**Routing congestion map**

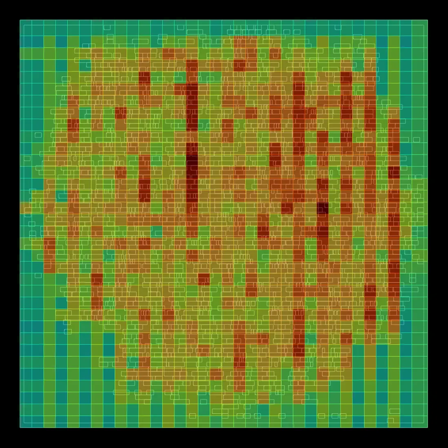
**M3 wires**

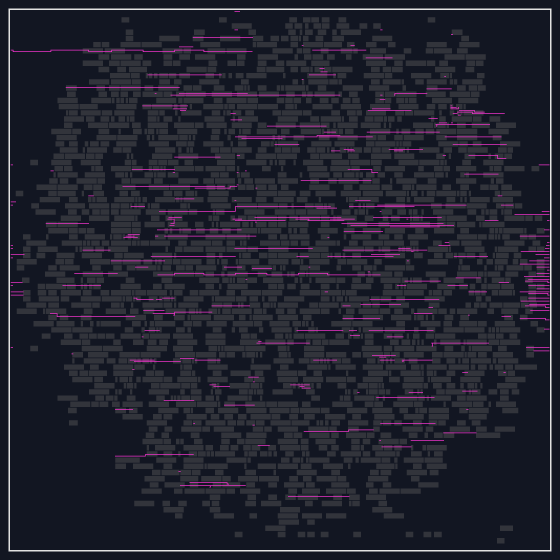
**Logic cells by family**

The bar under the picture is 50 microns long.
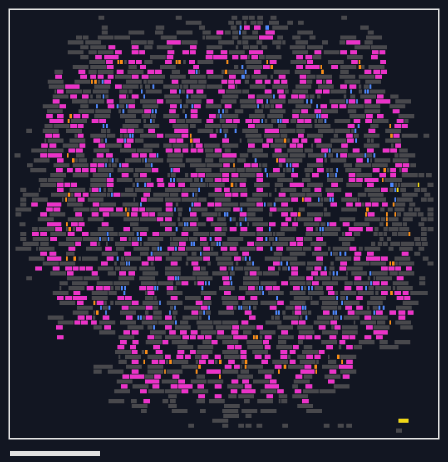
==> src/rtl/gp_reg_bank_if.sv <==
// Bus-side signal bundle for gp_reg_bank: write data, instruction fields, strobes, read port and error flag.
// The datapath drives through the master modport; the register bank attaches to the slave modport.
interface gp_reg_bank_if #(
  parameter int WIDTH = 32,
  parameter int NREGS = 16
);
  logic [WIDTH-1:0] d;
  logic [31:0]      ir;
  logic             gra;
  logic             grb;
  logic             grc;
  logic             rin;
  logic             rout;
  logic             ba_out;
  logic [NREGS-1:0] rin_ext;
  logic             err_clr;
  // bus_valid is a one-cycle qualifier with no back-pressure: bus_out holds
  // read data exactly in cycles where bus_valid=1 and is forced to zero otherwise.
  logic [WIDTH-1:0] bus_out;
  logic             bus_valid;
  logic             sel_err;

  modport master (
    output d, ir, gra, grb, grc, rin, rout, ba_out, rin_ext, err_clr,
    input  bus_out, bus_valid, sel_err
  );

  modport slave (
    input  d, ir, gra, grb, grc, rin, rout, ba_out, rin_ext, err_clr,
    output bus_out, bus_valid, sel_err
  );
endinterface

==> src/rtl/gp_reg_bank.sv <==
// General-purpose register bank with integrated Ra/Rb/Rc select encode, registered read port and R0 base-address masking.
// Optional feature macro: GP_REG_BANK_BYPASS_EN (same-cycle read of a register being written returns the new data).
module gp_reg_bank #(
  parameter int WIDTH    = 32,
  parameter int NREGS    = 16,
  parameter int SEL_W    = 4,
  parameter int R0_RESET = 0
) (
  input  logic            clk,
  input  logic            clr,
  gp_reg_bank_if.slave    bus
);

  logic [WIDTH-1:0] r_regs [NREGS];
  logic [WIDTH-1:0] r_bus_out;
  logic             r_bus_valid;
  logic             r_sel_err;

  logic [SEL_W-1:0] w_sel;
  logic             w_hit;
  logic             w_conflict;
  logic [NREGS-1:0] w_we;
  logic [WIDTH-1:0] w_rd_data;

  // Field priority gra > grb > grc; only the low SEL_W bits of each field index the bank.
  always_comb begin
    w_sel = bus.ir[15 +: SEL_W];
    if (bus.gra) begin
      w_sel = bus.ir[23 +: SEL_W];
    end else if (bus.grb) begin
      w_sel = bus.ir[19 +: SEL_W];
    end
  end

  assign w_hit      = bus.gra | bus.grb | bus.grc;
  assign w_conflict = (bus.rin | bus.rout) &
                      ((bus.gra & bus.grb) | (bus.gra & bus.grc) | (bus.grb & bus.grc));

  always_comb begin
    w_we = bus.rin_ext;
    for (int i = 0; i < NREGS; i++) begin
      if (bus.rin && w_hit && (w_sel == SEL_W'(i))) begin
        w_we[i] = 1'b1;
      end
    end
  end

  always_comb begin
    w_rd_data = r_regs[w_sel];
`ifdef GP_REG_BANK_BYPASS_EN
    if (w_we[w_sel]) begin
      w_rd_data = bus.d;
    end
`endif
    // Base-address mode masks R0 on the read path only; its storage is untouched.
    if ((w_sel == '0) && bus.ba_out) begin
      w_rd_data = '0;
    end
  end

  always_ff @(posedge clk or posedge clr) begin
    if (clr) begin
      for (int i = 0; i < NREGS; i++) begin
        r_regs[i] <= (i == 0) ? WIDTH'(R0_RESET) : '0;
      end
    end else begin
      for (int i = 0; i < NREGS; i++) begin
        if (w_we[i]) begin
          r_regs[i] <= bus.d;
        end
      end
    end
  end

  // Idle cycles drive zero so the block can share an OR-combined bus.
  always_ff @(posedge clk or posedge clr) begin
    if (clr) begin
      r_bus_out   <= '0;
      r_bus_valid <= 1'b0;
    end else if (bus.rout && w_hit) begin
      r_bus_out   <= w_rd_data;
      r_bus_valid <= 1'b1;
    end else begin
      r_bus_out   <= '0;
      r_bus_valid <= 1'b0;
    end
  end

  always_ff @(posedge clk or posedge clr) begin
    if (clr) begin
      r_sel_err <= 1'b0;
    end else if (w_conflict) begin
      r_sel_err <= 1'b1;
    end else if (bus.err_clr) begin
      r_sel_err <= 1'b0;
    end
  end

  assign bus.bus_out   = r_bus_out;
  assign bus.bus_valid = r_bus_valid;
  assign bus.sel_err   = r_sel_err;

endmodule

==> src/flat_wrapper.sv <==
// flat-port wrapper written by rule: the top's interface ports become plain ports
module gp_reg_bank_flat 
#(
  parameter int WIDTH    = 32,
  parameter int NREGS    = 16,
  parameter int SEL_W    = 4,
  parameter int R0_RESET = 0
)
  (clk, clr, bus_d, bus_ir, bus_gra, bus_grb, bus_grc, bus_rin, bus_rout, bus_ba_out, bus_rin_ext, bus_err_clr, bus_bus_out, bus_bus_valid, bus_sel_err);
  gp_reg_bank_if #(.WIDTH(WIDTH), .NREGS(NREGS)) bus_i ();
  input  logic clk;
  input  logic clr;
  input wire logic [$bits(bus_i.d)-1:0] bus_d;
  input wire logic [$bits(bus_i.ir)-1:0] bus_ir;
  input wire logic [$bits(bus_i.gra)-1:0] bus_gra;
  input wire logic [$bits(bus_i.grb)-1:0] bus_grb;
  input wire logic [$bits(bus_i.grc)-1:0] bus_grc;
  input wire logic [$bits(bus_i.rin)-1:0] bus_rin;
  input wire logic [$bits(bus_i.rout)-1:0] bus_rout;
  input wire logic [$bits(bus_i.ba_out)-1:0] bus_ba_out;
  input wire logic [$bits(bus_i.rin_ext)-1:0] bus_rin_ext;
  input wire logic [$bits(bus_i.err_clr)-1:0] bus_err_clr;
  output wire logic [$bits(bus_i.bus_out)-1:0] bus_bus_out;
  output wire logic [$bits(bus_i.bus_valid)-1:0] bus_bus_valid;
  output wire logic [$bits(bus_i.sel_err)-1:0] bus_sel_err;
  assign bus_i.d = bus_d;
  assign bus_i.ir = bus_ir;
  assign bus_i.gra = bus_gra;
  assign bus_i.grb = bus_grb;
  assign bus_i.grc = bus_grc;
  assign bus_i.rin = bus_rin;
  assign bus_i.rout = bus_rout;
  assign bus_i.ba_out = bus_ba_out;
  assign bus_i.rin_ext = bus_rin_ext;
  assign bus_i.err_clr = bus_err_clr;
  assign bus_bus_out = bus_i.bus_out;
  assign bus_bus_valid = bus_i.bus_valid;
  assign bus_sel_err = bus_i.sel_err;
  gp_reg_bank #(.WIDTH(WIDTH), .NREGS(NREGS), .SEL_W(SEL_W), .R0_RESET(R0_RESET)) u_core (.clk(clk), .clr(clr), .bus(bus_i));
endmodule
==> config.mk <==
export PLATFORM = sky130hd
export DESIGN_NAME = gp_reg_bank_flat
export DESIGN_NICKNAME = d
export VERILOG_FILES = /design/src/rtl/gp_reg_bank_if.sv /design/src/rtl/gp_reg_bank.sv /design/src/flat_wrapper.sv
export SDC_FILE = /design/constraint.sdc
export NUM_CORES = 1
export LEC_CHECK = 0
export ABC_CLOCK_PERIOD_IN_PS = 43300
export CORE_MARGIN = 2
export CORE_UTILIZATION = 45
export CTS_BUF_LIST = sky130_fd_sc_hd__clkbuf_8
export DETAILED_ROUTE_END_ITERATION = 16
export PLACE_DENSITY = 0.69
export SKIP_CTS_REPAIR_TIMING = 1
export SLEW_MARGIN = 40
export SYNTH_ARGS = -nofsm -noshare
export SYNTH_HDL_FRONTEND = slang
export SYNTH_SLANG_ARGS = --single-unit
==> constraint.sdc <==
create_clock -name clk -period 43.3 [get_ports clk]
set_input_delay 8.66 -clock clk [delete_from_list [all_inputs] [get_ports clk]]
set_output_delay 8.66 -clock clk [all_outputs]
set_load 0.02 [all_outputs]
==> flow_metrics.py <==
# Physical implementation metrics
metrics = {
    "critical_path": {
        "worst-r2r-cell-count": 4,
        "crit_path_cell_trace": "clkdlybuf4s50_1 > mux2_2 > mux2i_4 > buf_4 > buf_6 > a21oi_1 > a32oi_1 > o22ai_1 > nor3_1",
        "slowest_delay_ns": 0.67,
        "cpMaxStageDelayCell": "buf_4",
        "cp.depth": 9,
        "cp_data_required_time_ns": 43.80,
    },
    "status": {
        "status": "completed",
    },
    "layout": {
        "seq_share_pct": 48.9,
        "lay_top_cells": "dfrtp_1, mux2_2, nand2_1, mux2_1, clkbuf_8",
        "register_area_sq_um": 13700,
        "mi_logic_area_sq_um": 10200,
        "nNonClkBuffers": 136,
        "largest_reg_flops": 512,
    },
    "sta": {
        "setup_tns_ns": 0,
        "rsz0062_at_grt": "false",
        "setup_viol": 0,
    },
    "grt": {
        "grt_use_met2_pct": 34.8,
    },
    "clocking": {
        "numCtsBuffers": 92,
    },
    "floorplanning": {
        "tap_cells": 696,
    },
    "power_and_ir_drop": {
        "switching_share_pct": 27.1,
    },
    "yosys": {
        "yosys-top-cells-count": "dfrtp_1, mux2_2, nand2_1",
        "synth_nets": 1932,
        "top_area_cell": "dfrtp_1",
        "synthTopCellsByArea": "dfrtp_1, mux2_2, mux2_1",
    },
    "route": {
        "avgViaCountPerCell": 5.77,
    },
    "hold_path": {
        "worstHoldStart": "u_core.r_regs[328]",
    },
    "placed_design": {
        "place_inst": 2517,
    },
}
-- 'routing congestion map' (at the start) --
Total GRT Usage: 21.5%
routing usage on met3: 3.45%

-- 'M3 wires' (at the start) --
- wire length on this layer: 2960 microns
- nets with wire on the layer: 119

-- 'logic cells by family' (at the start) --
- NAND gates: blue (cells 201; most used nand2_1)
- NOR gates: orange (cells 70; most used nor2_1; where spread over the die)
- inverters: yellow (cells 3; most used inv_1)
- multiplexers: magenta (cells 645; most used mux2_2; where spread over the die)
logic share of the area: 36.4%
Post-Layout Cell Count: 2680
most numerous logic cell after layout: dfrtp_1

